**config.mk**
```make
export PLATFORM = sky130hd
export DESIGN_NAME = nibble_serial_add_ctrl_flat
export DESIGN_NICKNAME = d
export VERILOG_FILES = /design/src/rtl/nibble_serial_add_ctrl_pkg.sv /design/src/rtl/nibble_serial_add_ctrl_if.sv /design/src/rtl/nibble_serial_add_ctrl_nibble_add_cin.sv /design/src/rtl/nibble_serial_add_ctrl.sv /design/src/flat_wrapper.sv
export SDC_FILE = /design/constraint.sdc
export NUM_CORES = 1
export LEC_CHECK = 0
export ABC_AREA = 1
export CAP_MARGIN = 20
export CORE_ASPECT_RATIO = 1.1
export CORE_MARGIN = 1
export CORE_UTILIZATION = 46
export CTS_CLUSTER_DIAMETER = 80
export DETAILED_ROUTE_END_ITERATION = 8
export GPL_TIMING_DRIVEN = 0
export PLACE_DENSITY = 0.83
export RECOVER_POWER = 100
export SLEW_MARGIN = 20
export SYNTH_ARGS = -nofsm -noshare
export SYNTH_HDL_FRONTEND = slang
export SYNTH_SLANG_ARGS = --single-unit
export TNS_END_PERCENT = 10
```
**constraint.sdc**
```tcl
create_clock -name clk -period 2.45 [get_ports clk]
set_input_delay 0.49 -clock clk [delete_from_list [all_inputs] [get_ports clk]]
set_output_delay 0.49 -clock clk [all_outputs]
set_load 0.05 [all_outputs]
```
**src/rtl/nibble_serial_add_ctrl_pkg.sv**
```systemverilog
// rtl/nibble_serial_add_ctrl_pkg.sv - shared types, slice width and overflow rule for the nibble-serial adder
package nsac_pkg;

  localparam int SLICE_W = 4;

  typedef enum logic [1:0] {
    IDLE = 2'd0,
    RUN  = 2'd1,
    DONE = 2'd2
  } state_t;

  // Signed overflow: operands agree in sign but the result sign differs.
  function automatic logic ov_rule(input logic a3, input logic b3, input logic s3);
    return (a3 == b3) && (s3 != a3);
  endfunction

endpackage

```
**src/rtl/nibble_serial_add_ctrl_if.sv**
```systemverilog
// rtl/nibble_serial_add_ctrl_if.sv - request/response bundle for the nibble-serial adder (optional NSAC_SUB_EN)
interface nibble_serial_add_ctrl_if #(
  parameter int NIBBLES = 4
);
  localparam int W = 4 * NIBBLES;

  logic         start_valid;
  logic         start_ready;
  logic [W-1:0] a;
  logic [W-1:0] b;
`ifdef NSAC_SUB_EN
  logic         sub;
`endif
  logic         res_valid;
  logic         res_ready;
  logic [W-1:0] sum;
  logic         cout;
  logic         ov;
  logic         busy;

`ifdef NSAC_SUB_EN
  modport master (
    output start_valid, a, b, sub, res_ready,
    input  start_ready, res_valid, sum, cout, ov, busy
  );
  modport slave (
    input  start_valid, a, b, sub, res_ready,
    output start_ready, res_valid, sum, cout, ov, busy
  );
`else
  modport master (
    output start_valid, a, b, res_ready,
    input  start_ready, res_valid, sum, cout, ov, busy
  );
  modport slave (
    input  start_valid, a, b, res_ready,
    output start_ready, res_valid, sum, cout, ov, busy
  );
`endif

endinterface

```
**src/rtl/nibble_serial_add_ctrl_nibble_add_cin.sv**
```systemverilog
// rtl/nibble_serial_add_ctrl_nibble_add_cin.sv - combinational 4-bit adder slice with carry-in
module nibble_add_cin
  import nsac_pkg::*;
(
  input  logic [SLICE_W-1:0] x,
  input  logic [SLICE_W-1:0] y,
  input  logic               cin,
  output logic [SLICE_W-1:0] s,
  output logic               c,
  output logic               x3,
  output logic               y3
);

  logic [SLICE_W:0] total;

  // Full 5-bit sum so the carry-out falls out of the top bit.
  always_comb begin
    total = {1'b0, x} + {1'b0, y} + {{SLICE_W{1'b0}}, cin};
    s     = total[SLICE_W-1:0];
    c     = total[SLICE_W];
    x3    = x[SLICE_W-1];
    y3    = y[SLICE_W-1];
  end

endmodule

```
**src/rtl/nibble_serial_add_ctrl.sv**
```systemverilog
// rtl/nibble_serial_add_ctrl.sv - sequencer stepping one 4-bit slice across NIBBLES nibbles (optional NSAC_SUB_EN)
module nibble_serial_add_ctrl #(
  parameter int NIBBLES = 4
) (
  input logic                     clk,
  input logic                     rst,
  nibble_serial_add_ctrl_if.slave bus
);
  import nsac_pkg::*;

  localparam int W     = SLICE_W * NIBBLES;
  localparam int IDX_W = $clog2(NIBBLES);
  localparam logic [IDX_W-1:0] LAST_IDX = IDX_W'(NIBBLES - 1);

  state_t             state;
  state_t             state_next;
  logic [IDX_W-1:0]   idx;
  logic               carry;
  logic [W-1:0]       op_a;
  logic [W-1:0]       op_b;
  logic [W-1:0]       sum_r;
  logic               cout_r;
  logic               ov_r;

  logic [W-1:0]       b_in;
  logic               carry_init;
  logic               accept;
  logic               last;

  logic [SLICE_W-1:0] slice_s;
  logic               slice_c;
  logic               slice_x3;
  logic               slice_y3;

`ifdef NSAC_SUB_EN
  // Subtraction is A + ~B + 1: invert B on the way in and seed the carry.
  assign b_in       = bus.sub ? ~bus.b : bus.b;
  assign carry_init = bus.sub;
`else
  assign b_in       = bus.b;
  assign carry_init = 1'b0;
`endif

  assign accept = bus.start_valid && (state == IDLE);
  assign last   = (idx == LAST_IDX);

  nibble_add_cin u_slice (
    .x   (op_a[SLICE_W*idx +: SLICE_W]),
    .y   (op_b[SLICE_W*idx +: SLICE_W]),
    .cin (carry),
    .s   (slice_s),
    .c   (slice_c),
    .x3  (slice_x3),
    .y3  (slice_y3)
  );

  // State register.
  always_ff @(posedge clk or posedge rst) begin
    if (rst) begin
      state <= IDLE;
    end else begin
      state <= state_next;
    end
  end

  // Next-state: accept in IDLE, walk the nibbles in RUN, hold result in DONE.
  always_comb begin
    state_next = state;
    case (state)
      IDLE:    if (bus.start_valid) state_next = RUN;
      RUN:     if (last)            state_next = DONE;
      DONE:    if (bus.res_ready)   state_next = IDLE;
      default:                      state_next = IDLE;
    endcase
  end

  // Datapath: operand latch on accept, one nibble per RUN cycle, flags on the top nibble.
  always_ff @(posedge clk or posedge rst) begin
    if (rst) begin
      idx    <= '0;
      carry  <= 1'b0;
      op_a   <= '0;
      op_b   <= '0;
      sum_r  <= '0;
      cout_r <= 1'b0;
      ov_r   <= 1'b0;
    end else if (accept) begin
      op_a  <= bus.a;
      op_b  <= b_in;
      sum_r <= '0;
      carry <= carry_init;
      idx   <= '0;
    end else if (state == RUN) begin
      sum_r[SLICE_W*idx +: SLICE_W] <= slice_s;
      carry <= slice_c;
      if (last) begin
        cout_r <= slice_c;
        ov_r   <= ov_rule(slice_x3, slice_y3, slice_s[SLICE_W-1]);
      end else begin
        idx <= idx + 1'b1;
      end
    end
  end

  // Outputs derive directly from state and the held result registers.
  always_comb begin
    bus.start_ready = (state == IDLE);
    bus.res_valid   = (state == DONE);
    bus.busy        = (state != IDLE);
    bus.sum         = sum_r;
    bus.cout        = cout_r;
    bus.ov          = ov_r;
  end

endmodule

```
**src/flat_wrapper.sv**
```systemverilog
// flat-port wrapper written by rule: the top's interface ports become plain ports
module nibble_serial_add_ctrl_flat import nsac_pkg::*;
#(
  parameter int NIBBLES = 4
)
  (clk, rst, bus_start_valid, bus_a, bus_b, bus_res_ready, bus_start_ready, bus_res_valid, bus_sum, bus_cout, bus_ov, bus_busy);
  nibble_serial_add_ctrl_if #(.NIBBLES(NIBBLES)) bus_i ();
  input logic clk;
  input logic rst;
  input wire logic [$bits(bus_i.start_valid)-1:0] bus_start_valid;
  input wire logic [$bits(bus_i.a)-1:0] bus_a;
  input wire logic [$bits(bus_i.b)-1:0] bus_b;
  input wire logic [$bits(bus_i.res_ready)-1:0] bus_res_ready;
  output wire logic [$bits(bus_i.start_ready)-1:0] bus_start_ready;
  output wire logic [$bits(bus_i.res_valid)-1:0] bus_res_valid;
  output wire logic [$bits(bus_i.sum)-1:0] bus_sum;
  output wire logic [$bits(bus_i.cout)-1:0] bus_cout;
  output wire logic [$bits(bus_i.ov)-1:0] bus_ov;
  output wire logic [$bits(bus_i.busy)-1:0] bus_busy;
  assign bus_i.start_valid = bus_start_valid;
  assign bus_i.a = bus_a;
  assign bus_i.b = bus_b;
  assign bus_i.res_ready = bus_res_ready;
  assign bus_start_ready = bus_i.start_ready;
  assign bus_res_valid = bus_i.res_valid;
  assign bus_sum = bus_i.sum;
  assign bus_cout = bus_i.cout;
  assign bus_ov = bus_i.ov;
  assign bus_busy = bus_i.busy;
  nibble_serial_add_ctrl #(.NIBBLES(NIBBLES)) u_core (.clk(clk), .rst(rst), .bus(bus_i));
endmodule
```
Fig. 1: clock wires, drivers and flops
Drawn at 3 px/um.
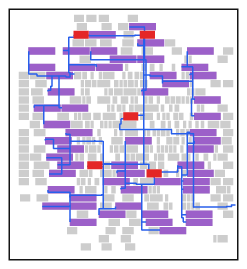
[clock-net drivers] red | count: 5
[flip-flops] purple | count: 55
[clock wires] blue | length: 593 um
flops lie	spread over the die
Clock Power: 0.487 mW
Late-Pin Clk Latency: 310 ps
Clk pwr share: 9.9%

Fig. 2: cells colored by class
Drawn at 3 px/um.
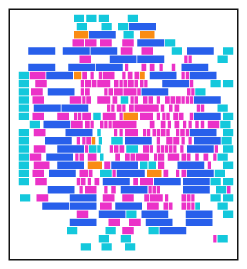
class	color	cells
clock drivers and dummy loads	orange	8
remaining logic cells	magenta	203
sequential cells	blue	55
remaining buffers and delay cells	cyan	69
sequential cell area share: 39.9%
Core Util, Final: 59.8%

Fig. 3: placed standard cells
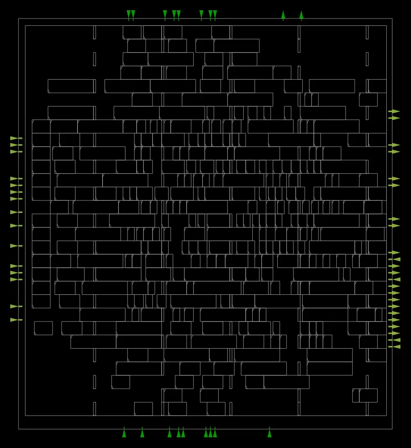
# rows: 29
# fillers: 501
core area: 5770 sq um
well tap count: 77

==> results_slide.txt <==
Key Metrics from the Run

CTS
  – Clock sink count: 55
  – CTS tree: yes
  – Root Driver: clkbuf_8

Outcome
  – Outcome: completed

Cells and area
  – Post-layout net count: 379
  – Combinational share of cell area: 33.2%
  – Logic area: 1140 sq um

Synthesis
  – Largest logic family: simple AND/OR/NAND/NOR gates
  – Synth area leaders: dfrtp_1 (50%), mux2_4 (11%), nand2_1 (7.9%), mux2_1 (4.9%), o21ai_0 (3.8%)
  – Basic Gates by Area: 16.3%
  – Asr flop ratio synth: 100%
  – EDFF count, synth: 0
  – Top cell type's share of synthesized area: 50.1%
  – Synthesis warning total: 0

Worst setup path
  – Worst r2r src: u_core.idx[0]
  – Kind of critical path: reg2reg

GRT
  – GR Overflow Total: 0
  – Global Route met2 Usage: 35.1%
  – Top Usage Layer GRT: met2

Placed design
  – Dpl cell area: 3420 sq um
  – HPWL after DPL: 4.28 mm

Floorplan
  – Die X-Extent: 75.7 um
  – Die Y: 83.0 um

Power
  – Peak supply drop: 0.637 mV

Drt
  – DRC: 0
  – Met2 Wirelength: 2.84 mm
  – Final WL: 5.64 mm

Worst hold path
  – Min-delay worst type: reg2reg
  – Hold path startpoint: u_core.bus.sum[9]
  – Hold Crit Depth: 2

STA
  – Final Hold Violating Endpoints: 0

Run
  – Log Warnings: 29
Fig. 4: nets reached from selected ports
Drawn at 6 px/um.
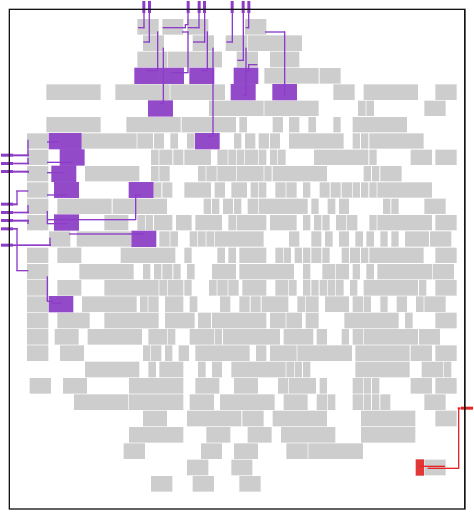
port	color	bits	direction	edge	end cells	wire
bus_b	purple	16	input	8 west, 8 north	16	217 um
rst	red	1	input	east	1	19.6 um

Fig. 5: sequential cells colored by netlist name
Drawn at 3 px/um.
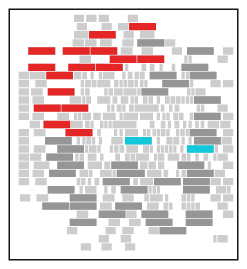
netlist name	color	placed flops
u_core.op_b	red	16
u_core.state	cyan	2
Register Area: 1380 sq um
seq pwr: 1.53 mW

metrics by stage:
step	setup TNS, ps	worst slack, ps
2_1_floorplan	0	59.1
3_3_place_gp	-15440	-336
3_5_place_dp	-2270	-359
4_1_cts	0	12.0
5_1_grt	0	6.07
6_report	0	107
report_power, final:
group	switching (mW)	total (mW)	internal, mW
Clock	0.287	0.487	0.200
Combinational	1.83	2.91	1.08
Sequential	0.234	1.53	1.30
cell usage in the layout, fill, tap and decap left out:
master	count
o21ai_0	17
mux2_1	30
clkbuf_8	5
nand4_1	4
dfrtp_2	1
a32oi_1	2
nand2_1	60
inv_1	21
xor2_1	1
inv_2	2
mux2_4	2
clkinvlp_4	1
buf_4	2
a21oi_1	4
ha_1	7
o22ai_1	3
clkdlybuf4s50_1	34
nand3_1	17
clkbuf_4	3
clkinv_2	1
clkbuf_2	1
clkbuf_1	5
o21ai_1	7
dfrtp_1	54
buf_6	3
nor2_4	2
nor2_1	17
or2_0	1
o22ai_2	2
clkinv_4	1
fa_2	2
nor3_1	1
dlygate4sd3_1	22
cells in the mapped netlist (2+ instances only):
cell	number
nand4_1	4
nand3_1	16
o21ai_1	3
nor2_4	2
buf_6	3
mux2_1	12
inv_1	22
nand2_1	58
fa_1	2
o21ai_0	21
ha_1	7
mux2_4	20
a21oi_1	4
nor2_1	17
dfrtp_1	55
a32oi_1	2
clkbuf_1	2
o22ai_1	5
buf_2	2
worst max-delay path, stage by stage, from the launching register on:
cell,delay (ps)
dfrtp_1,400
buf_6,150
clkinv_4,80
buf_6,150
o21ai_1,140
o22ai_2,110
fa_2,370
inv_1,80
fa_2,440
inv_2,80
nand3_1,110
o21ai_1,150
Power is estimated from default activity; no workload was simulated.
